--- config.mk ---
export PLATFORM = sky130hd
export DESIGN_NAME = pwm_setpoint_ramp_flat
export DESIGN_NICKNAME = d
export VERILOG_FILES = /design/src/rtl/pwm_setpoint_ramp_if.sv /design/src/rtl/pwm_setpoint_ramp.sv /design/src/flat_wrapper.sv
export SDC_FILE = /design/constraint.sdc
export NUM_CORES = 1
export LEC_CHECK = 0
export ABC_AREA = 1
export CAP_MARGIN = 20
export CORE_MARGIN = 2
export CORE_UTILIZATION = 45
export CTS_CLUSTER_DIAMETER = 80
export DETAILED_ROUTE_END_ITERATION = 16
export GPL_ROUTABILITY_DRIVEN = 0
export PLACE_DENSITY = 0.66
export SYNTH_ARGS = -nofsm -noshare
export SYNTH_HDL_FRONTEND = slang
export SYNTH_SLANG_ARGS = --single-unit
--- constraint.sdc ---
create_clock -name clk -period 13.1 [get_ports clk]
set_input_delay 2.62 -clock clk [delete_from_list [all_inputs] [get_ports clk]]
set_output_delay 2.62 -clock clk [all_outputs]
set_load 0.005 [all_outputs]
--- src/rtl/pwm_setpoint_ramp_if.sv ---
// Request/response bundle between the processor/PWM side (master) and the
// setpoint ramp block (slave).
interface pwm_setpoint_ramp_if #(
    parameter int WIDTH = 28
);
    logic [WIDTH-1:0] duty_req;
    logic [WIDTH-1:0] period_req;
    logic             stop_sw;
    logic             period_end;
    logic [WIDTH-1:0] duty_out;
    logic [WIDTH-1:0] period_out;
    logic [1:0]       state_out;
    logic             safe;

    modport master (
        output duty_req, period_req, stop_sw, period_end,
        input  duty_out, period_out, state_out, safe
    );

    modport slave (
        input  duty_req, period_req, stop_sw, period_end,
        output duty_out, period_out, state_out, safe
    );
endinterface

--- src/rtl/pwm_setpoint_ramp.sv ---
// Slew-limited duty/period setpoints for a PWM stage, updated only at period
// boundaries, with a debounced stop switch forcing a ramp-down to zero.
module pwm_setpoint_ramp #(
    parameter int WIDTH           = 28,
    parameter int RAMP_STEP       = 500,
    parameter int STOP_STEP       = 2000,
    parameter int MIN_PERIOD      = 1000,
    parameter int RESET_PERIOD    = 1000000,
    parameter int DEBOUNCE_CYCLES = 1000000
) (
    input  logic                clk,
    input  logic                reset_n,
    pwm_setpoint_ramp_if.slave  bus
);
    localparam int CW = (DEBOUNCE_CYCLES > 1) ? $clog2(DEBOUNCE_CYCLES) : 1;

    typedef enum logic [1:0] {
        SAFE     = 2'b00,
        RUN      = 2'b01,
        STOPPING = 2'b10,
        BAD      = 2'b11
    } state_e;

    state_e           state_q, state_d;
    logic [WIDTH-1:0] duty_q, duty_d;
    logic [WIDTH-1:0] period_q, period_d;
    logic [1:0]       sync_q;
    logic [CW-1:0]    cnt_q, cnt_d;
    logic             stop_db_q, stop_db_d;

    // Stop switch: 2-flop synchronizer then a stability counter
    always_comb begin
        cnt_d     = '0;
        stop_db_d = stop_db_q;
        if (sync_q[1] != stop_db_q) begin
            if (cnt_q == CW'(DEBOUNCE_CYCLES - 1)) stop_db_d = sync_q[1];
            else                                   cnt_d     = cnt_q + 1'b1;
        end
    end

    // Ramp arithmetic: differences only taken in the known-positive direction
    logic [WIDTH-1:0] p_clamp, target, diff, step, ramp_raw, ramp_val, stop_val;
    logic             going_up;

    always_comb begin
        p_clamp  = (bus.period_req < WIDTH'(MIN_PERIOD)) ? WIDTH'(MIN_PERIOD) : bus.period_req;
        target   = (bus.duty_req < p_clamp) ? bus.duty_req : p_clamp;
        going_up = (duty_q < target);
        diff     = going_up ? (target - duty_q) : (duty_q - target);
        step     = (diff < WIDTH'(RAMP_STEP)) ? diff : WIDTH'(RAMP_STEP);
        ramp_raw = going_up ? (duty_q + step) : (duty_q - step);
        // a shrinking period cuts duty immediately rather than slewing
        ramp_val = (ramp_raw > p_clamp) ? p_clamp : ramp_raw;
        stop_val = (duty_q > WIDTH'(STOP_STEP)) ? (duty_q - WIDTH'(STOP_STEP)) : '0;
    end

    always_comb begin
        state_d  = state_q;
        duty_d   = duty_q;
        period_d = period_q;
        case (state_q)
            SAFE: begin
                duty_d = '0;
                if (bus.period_end) begin
                    period_d = p_clamp;
                    // re-arm only once the processor has written zero duty
                    if (!stop_db_q && bus.duty_req == '0) state_d = RUN;
                end
            end
            RUN: begin
                if (stop_db_d) begin
                    state_d = STOPPING;
                end else if (bus.period_end) begin
                    period_d = p_clamp;
                    duty_d   = ramp_val;
                end
            end
            STOPPING: begin
                if (bus.period_end) begin
                    duty_d = stop_val;
                    if (stop_val == '0) state_d = SAFE;
                end
            end
            default: begin
                state_d = SAFE;
                duty_d  = '0;
            end
        endcase
    end

    always_ff @(posedge clk or negedge reset_n) begin
        if (!reset_n) begin
            state_q   <= SAFE;
            duty_q    <= '0;
            period_q  <= WIDTH'(RESET_PERIOD);
            sync_q    <= '0;
            cnt_q     <= '0;
            stop_db_q <= 1'b0;
        end else begin
            state_q   <= state_d;
            duty_q    <= duty_d;
            period_q  <= period_d;
            sync_q    <= {sync_q[0], bus.stop_sw};
            cnt_q     <= cnt_d;
            stop_db_q <= stop_db_d;
        end
    end

    assign bus.duty_out   = duty_q;
    assign bus.period_out = period_q;
    assign bus.state_out  = state_q;
    assign bus.safe       = (state_q == SAFE);
endmodule

--- src/flat_wrapper.sv ---
// flat-port wrapper written by rule: the top's interface ports become plain ports
module pwm_setpoint_ramp_flat 
#(
    parameter int WIDTH           = 28,
    parameter int RAMP_STEP       = 500,
    parameter int STOP_STEP       = 2000,
    parameter int MIN_PERIOD      = 1000,
    parameter int RESET_PERIOD    = 1000000,
    parameter int DEBOUNCE_CYCLES = 1000000
)
  (clk, reset_n, bus_duty_req, bus_period_req, bus_stop_sw, bus_period_end, bus_duty_out, bus_period_out, bus_state_out, bus_safe);
  pwm_setpoint_ramp_if #(.WIDTH(WIDTH)) bus_i ();
  input  logic clk;
  input  logic reset_n;
  input wire logic [$bits(bus_i.duty_req)-1:0] bus_duty_req;
  input wire logic [$bits(bus_i.period_req)-1:0] bus_period_req;
  input wire logic [$bits(bus_i.stop_sw)-1:0] bus_stop_sw;
  input wire logic [$bits(bus_i.period_end)-1:0] bus_period_end;
  output wire logic [$bits(bus_i.duty_out)-1:0] bus_duty_out;
  output wire logic [$bits(bus_i.period_out)-1:0] bus_period_out;
  output wire logic [$bits(bus_i.state_out)-1:0] bus_state_out;
  output wire logic [$bits(bus_i.safe)-1:0] bus_safe;
  assign bus_i.duty_req = bus_duty_req;
  assign bus_i.period_req = bus_period_req;
  assign bus_i.stop_sw = bus_stop_sw;
  assign bus_i.period_end = bus_period_end;
  assign bus_duty_out = bus_i.duty_out;
  assign bus_period_out = bus_i.period_out;
  assign bus_state_out = bus_i.state_out;
  assign bus_safe = bus_i.safe;
  pwm_setpoint_ramp #(.WIDTH(WIDTH), .RAMP_STEP(RAMP_STEP), .STOP_STEP(STOP_STEP), .MIN_PERIOD(MIN_PERIOD), .RESET_PERIOD(RESET_PERIOD), .DEBOUNCE_CYCLES(DEBOUNCE_CYCLES)) u_core (.clk(clk), .reset_n(reset_n), .bus(bus_i));
endmodule
==> summary.txt, run 1 <==
impl run done, here's what came out: outcome finished, final reports clean, Post-Syn Area 0.0111 mm^2, Crit path largest cell delay 0.37 ns, Post-CTS Setup Bufs 2, comb area leader simple AND/OR/NAND/NOR gates, critical path required time 13.28 ns, Most common cell on crit path nand2_2, GRT Residual Overflow 0, Yosys top cell by area dfrtp_1, first-pass GRT wire length between 60000 and 70000 um, clk sinks 81, Min-Delay Endpoint u_core.sync_q[1], Latency at later pin ~0.35 ns, synth cell count leaders 359 x nand2_1, 241 x inv_1, 168 x nor2_1, P_int 610 uW, Reg2Reg Setup Slack 4.28 ns, Detail Placement HPWL 33000 um, Worst Setup EP u_core.bus.duty_out[11], largest net degree at the start of global routing 82, relative slew slack 22.6%, Ports 119, fp util a little under half, Avg WL per Cell between 15 and 20 um, Top delay family on crit path simple AND/OR/NAND/NOR gates, chip area line of the yosys report 0.0111 mm^2, Die X 161 um, Tmin final 12.75 ns, Post-synth EDFFs 0, comb pwr 465 uW, CTS tree built, reg-to-reg startpoint u_core.bus.duty_out[1], final setup violation count 0, power per cell area 61.0 mW/mm^2, leading power group combinational logic, routed wl met3 approximately 3400 um, sequential power 266 uW, Worst Tran Pin Value 1.15 ns, crit share post-route 97.3%, port buffer count roughly 120, M1 WL 17700 um, Log Warnings 55, mux contribution to synthesized area 0.283%, Hold Vio Cnt, Final 0, Fin Setup TNS 0 ns, Pleak 8.13 nW, NetSw 378 uW, Clk. pwr roughly 260 uW, YS warnings 0, met3 Usage GRT 4.36%, post-synthesis async set-or-reset flop share 100%, CP Buf/Inv Count 16, sw frac 38.2%, Setup crit end kind flip-flop, Worst Clk Skew 0.0129 ns, power share of the clock group a little over a quarter, Highest Clock Rate 78.4 MHz, Min-Delay Path Depth 0, Max IR drop VDD 0.0479 mV, max layer used met4, post-synth top area share 16.8%, H-tree levels 3, initial DRC count 1194, Comb power frac 47.1%, Pre-antenna DRT Iters 5, max-slew violations 0, overall power 988 uW, maxcap violations 0, GRT busiest layer met2, Yosys cell types ~62, root buf cell clkbuf_16, Commonest flop dfrtp_1, most numerous cell in the Yosys netlist nand2_1, Cells after Synth between 1500 and 2000, diodes inserted 0, type of origin of the critical path primary input, Seq cells post-synth 81, CTS max path bufs 2, worst-path fanout max 10, worst hold path class reg -> reg, WP depth around 80, Critical-path top delay cell a221oi_4, clock buffer count from CTS 9, xor/xnor share 4.36%, RR Endpoint u_core.bus.duty_out[11], simple share about 28%, Layout Nets 2296, total track usage a little under a third, Hold Crit Start u_core.sync_q[0], Critical Path Source bus_period_req[24], critical path class in -> reg, Worst Path Arrival 12.93 ns, number of cells in Yosys stat 1708, metal2 WL 19900 um, clock-pin transition on the worst setup and hold timing paths 0.07 ns, sequential fraction of the synthesis area 18.4%, Area growth syn-to-layout 46.5%, Die H 161 um, CTS Hold Buffers Added 0, DRT antenna net count 0, Die ar. 0.0258 mm^2, share of layout cells above drive strength 1 24.3%, initial antenna violation count 0, Worst Reg-to-Reg Cells 63, DRC 0, vias in the first global route 12800, post-synthesis compound-gate area fraction 22.2%, Seq pwr share 26.9%, yosys adder share 16.3%, CTS resizes 12, met2 Usage GRT 51.5%, Via-to-Cell Ratio around 5.7, Syn Nets 1910, Avg Inst Size Synth roughly 6.5 um^2, top cells by area dfrtp_1 17%, ha_1 16%, nand2_1 12%, inv_1 8.2%, o21ai_0 7.3%
==> run 1: placed cells by master, fill, tap and decap left out, types with 7 or more instances in the layout <==
cell / instances
nor3b_1: 9
clkdlybuf4s50_1: 92
nand4_1: 18
nor2_2: 15
clkbuf_16: 18
or2_2: 9
o21ai_1: 16
xor2_1: 40
a31oi_1: 7
a32oi_1: 12
nand2_1: 336
buf_6: 11
dfrtp_1: 74
o21a_1: 11
nor4_1: 11
a21oi_2: 15
dlymetal6s2s_1: 25
ha_4: 17
nor2_4: 10
nand2_4: 10
nor3_1: 25
o21ai_2: 14
o21ai_0: 130
ha_1: 117
nand3b_1: 8
nor2_1: 148
xnor2_1: 14
dfstp_2: 7
a21o_1: 12
nand2_2: 28
inv_2: 11
nand3_1: 58
a21oi_1: 126
nand3_2: 12
inv_1: 230
o22ai_1: 27
buf_4: 272
==> run 1: through the flow <==
step,cell area (um^2),setup WS [ns],std cells,hold WS (ns),util [%]
after global placement,14500,-0.169,2370,0.340,59.6
after CTS,14800,0.00795,2389,0.351,61.2
after detailed placement,14500,-0.536,2370,0.335,59.6
final,16200,0.349,2423,0.350,66.8
after floorplan,11100,0.558,1708,0.331,-
after global routing,16200,-0.201,2423,0.359,66.8
==> run 1: sequential cells by signal, summed over array words and instances, names as in the netlist <==
| name | count |
|---|---|
| u_core.bus.state_out | 2 |
| u_core.cnt_q | 20 |
| u_core.bus.period_out | 28 |
| u_core.stop_db_q | 1 |
| u_core.sync_q | 2 |
| u_core.bus.duty_out | 28 |
==> run 1: cell type report <==
type | count | area (um^2)
fillers | 2099 | 8060
inverters | 245 | 935
repair buffers | 418 | 3800
clock buffers | 9 | 225
flip-flops and latches | 81 | 2040
clock inverters | 7 | 77.6
multi-input cells | 1339 | 8710
well taps | 324 | 405
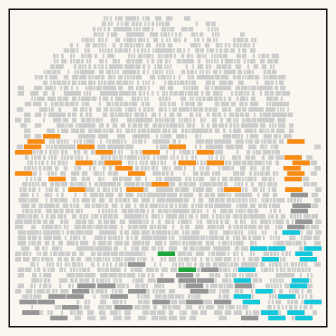
Figure 1: run 1, where the registers sit.
Key: u_core.bus.duty_out = orange [flops 28]; u_core.cnt_q = cyan [flops 20, where lower right]; u_core.bus.state_out = green [flops 2]
Final Core Density: 66.8%
Seq/total area: 12.6%

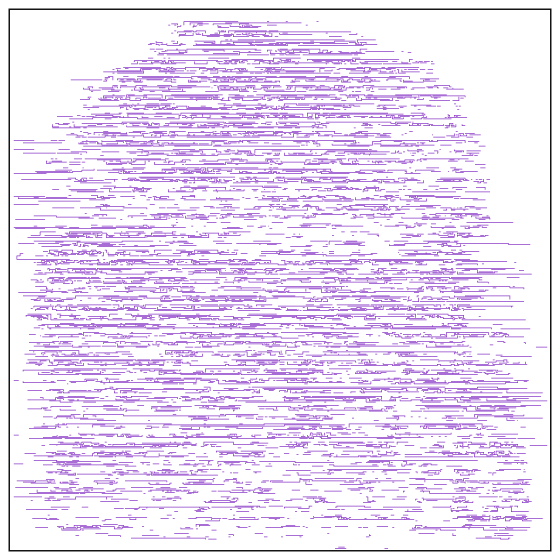
Figure 2: run 1, met1 routing.
The layer carries 17700 um of wire. 2131 nets have wire on it. The layer holds 41% of the routed length.
vias post-DR: 13700
Post-Route WL: 43000 um
GR Util met1: 39.9%

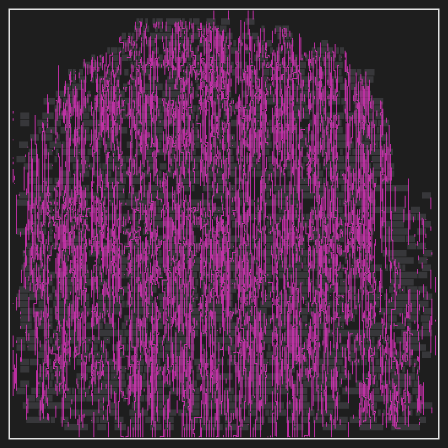
Figure 3: run 1, signal wires on met2.
Cells faint in the background.
The layer carries 19900 um of wire. 1960 nets have wire on it.

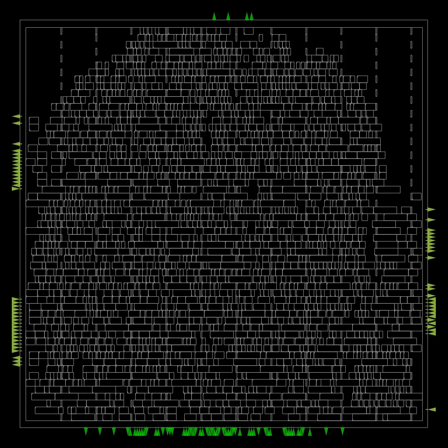
Figure 4: run 1, placed standard cells.
Layout Cells excl Fill: 2423
FP Rows: 57
Core Area: 0.0242 mm^2
Layout fillers: 2099
Tap Cells: 324

==> inputs of run 2 (changes only) <==
--- a/config.mk
+++ b/config.mk
@@ -7,7 +7,7 @@
 export LEC_CHECK = 0
 export ABC_AREA = 1
 export CAP_MARGIN = 20
-export CORE_MARGIN = 2
+export CORE_MARGIN = 1.5
 export CORE_UTILIZATION = 45
 export CTS_CLUSTER_DIAMETER = 80
 export DETAILED_ROUTE_END_ITERATION = 16
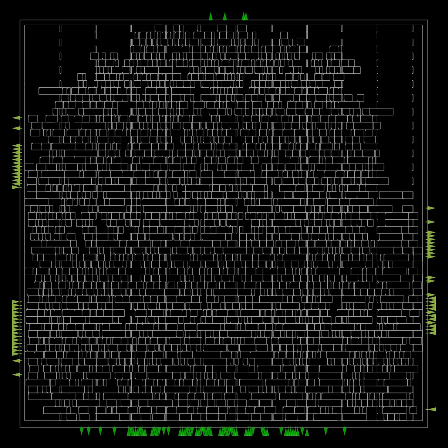
Figure 5: run 2, placed standard cells.
Final Core Density: 65.0%
registers: 81
Core Area: 0.0242 mm^2

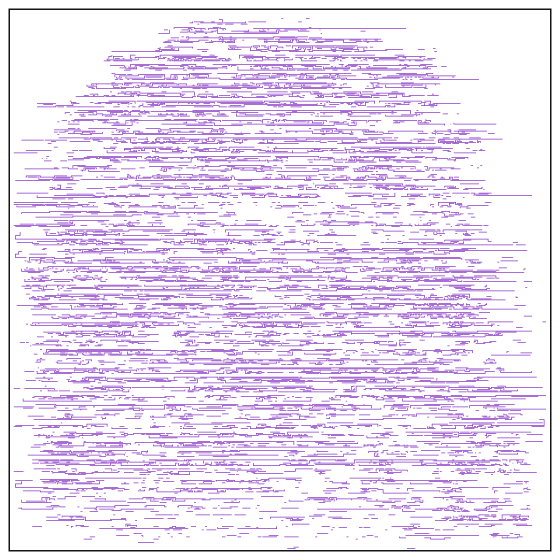
Figure 6: run 2, met1 routing.
The longest straight run is 64.4 um. The layer carries 17600 um of wire. 2138 nets have wire on it. The wires run mostly horizontal.
Post-Route WL: 41400 um
GR Util met1: 39.8%
vias post-DR: 13500

==> run 2 against run 1 <==
Against the previous run: combinational power is 3% lower; final cell count is 0.21% lower; global-route usage is 0.14 points higher; sequential power hardly changed; count of clock-buffer cells in the layout stayed put; clock power hardly changed; area after synthesis stayed put; largest power group unchanged.
==> summary.txt, run 2 <==
impl run done, here's what came out: power per cell area 62.1 mW/mm^2, clock-pin transition on the worst setup and hold timing paths roughly 0.07 ns, post-synth top area share 16.8%, yosys adder share 16.3%, maxcap violations 0, clock buffer count from CTS 9, Top delay family on crit path AND-OR/OR-AND gates, CTS Hold Buffers Added 0, crit share post-route a little over nine tenths, Critical Path Source bus_period_req[5], Comb power frac 46.0%, Log Warnings between 50 and 60, Post-synth EDFFs 0, Layout Cells excl Fill 2418, comb area leader simple AND/OR/NAND/NOR gates, post-synthesis async set-or-reset flop share 100%, Seq pwr share 27.3%, critical path required time 13.28 ns, Yosys cell types ~62, Layout Nets around 2300, GRT Residual Overflow 0, Die H 160 um, share of layout cells above drive strength 1 22.8%, most frequent logic cell in the layout nand2_1, Die X 160 um, Commonest flop dfrtp_1, Setup crit end kind flip-flop, chip area line of the yosys report 0.0111 mm^2, Critical-path top delay cell clkdlybuf4s50_1, port buffer count between 100 and 150, CTS max path bufs 2, final setup violation count 0, Reg2Reg Setup Slack 4.52 ns, reg-to-reg startpoint u_core.bus.duty_out[1], worst hold path class reg -> reg, initial DRC count 1154, first-pass GRT wire length 63700 um, outcome finished, final reports clean, Pleak around 8.0 nW, Layout fillers 2159, P_int 598 uW, WP depth 66, Area growth syn-to-layout 42.1%, sw frac 38.6%, relative slew slack 28.1%, vias in the first global route 12600, fp util 45.7%, number of cells in Yosys stat 1708, H-tree levels 3, critical path class in -> reg, Placed Cells 2382, Detail Placement HPWL 33200 um, top cells by area dfrtp_1 17%, ha_1 16%, nand2_1 12%, inv_1 8.2%, o21ai_0 7.3%, Top Layout Cells 343 x nand2_1, 282 x buf_4, 232 x inv_1, total track usage 31.0%, Worst Path Arrival 12.74 ns, Pre-antenna DRT Iters 6, CP Buf/Inv Count 14, max-slew violations 0, sequential power 266 uW, Ports 119, DRC 0, initial antenna violation count 0, Syn Nets 1910
run 2: routing by layer:
| metal | GRT usage [%] | wire length (um) | vias to the layer above |
|---|---|---|---|
| met5 | 0 | 0 | - |
| met2 | 52.6 | 19300 | 561 |
| met3 | 3.87 | 2810 | 101 |
| li1 | - | - | 6519 |
| met4 | 12.4 | 1680 | 0 |
| met1 | 39.8 | 17600 | 6277 |
run 2: how the worst min path moves through the flow:
stage	start	to	slack, ns	cells past startpoint
4_1_cts	u_core.sync_q[0]	u_core.sync_q[1]	0.35	0
5_1_grt	u_core.sync_q[0]	u_core.sync_q[1]	0.37	0
3_3_place_gp	u_core.sync_q[0]	u_core.sync_q[1]	0.33	0
2_1_floorplan	u_core.sync_q[0]	u_core.sync_q[1]	0.33	0
3_5_place_dp	u_core.sync_q[0]	u_core.sync_q[1]	0.34	0
6_report	u_core.sync_q[0]	u_core.sync_q[1]	0.35	0
run 2: what timing repair did:
action / 4_1_cts / 5_1_grt
cloned: 0 / 3
endpoints found under the setup margin: 28 / 28
resized: 24 / 170
pin swaps: 2 / 63
setup buffers: 0 / 15
run 2: layout make-up:
type	count	area [um^2]	share of cell area, %
multi-input combinational	1339	8440	53.8
timing repair buffer	413	3600	22.9
sequential	81	2040	13.0
inverter	245	933	5.94
tap	324	405	2.58
clock buffer	9	225	1.43
clock inverter	7	67.6	0.430
run 2: per-stage QoR:
step                hold WS (ns)  util, %  total power, mW  TNS (ns)  setup slack [ns]
floorplan                  0.331        -            0.472         0             0.558
global placement           0.334     60.1            0.666    -11.11            -0.468
detailed placement         0.338     60.1            0.671    -21.13            -0.833
CTS                        0.355     61.6            0.937         0            0.0244
global route               0.367     65.0             1.03     -1.83            -0.157
finish                     0.353     65.0            0.975         0             0.540
Power figures rest on the tool's default switching activity, not on a simulated workload.
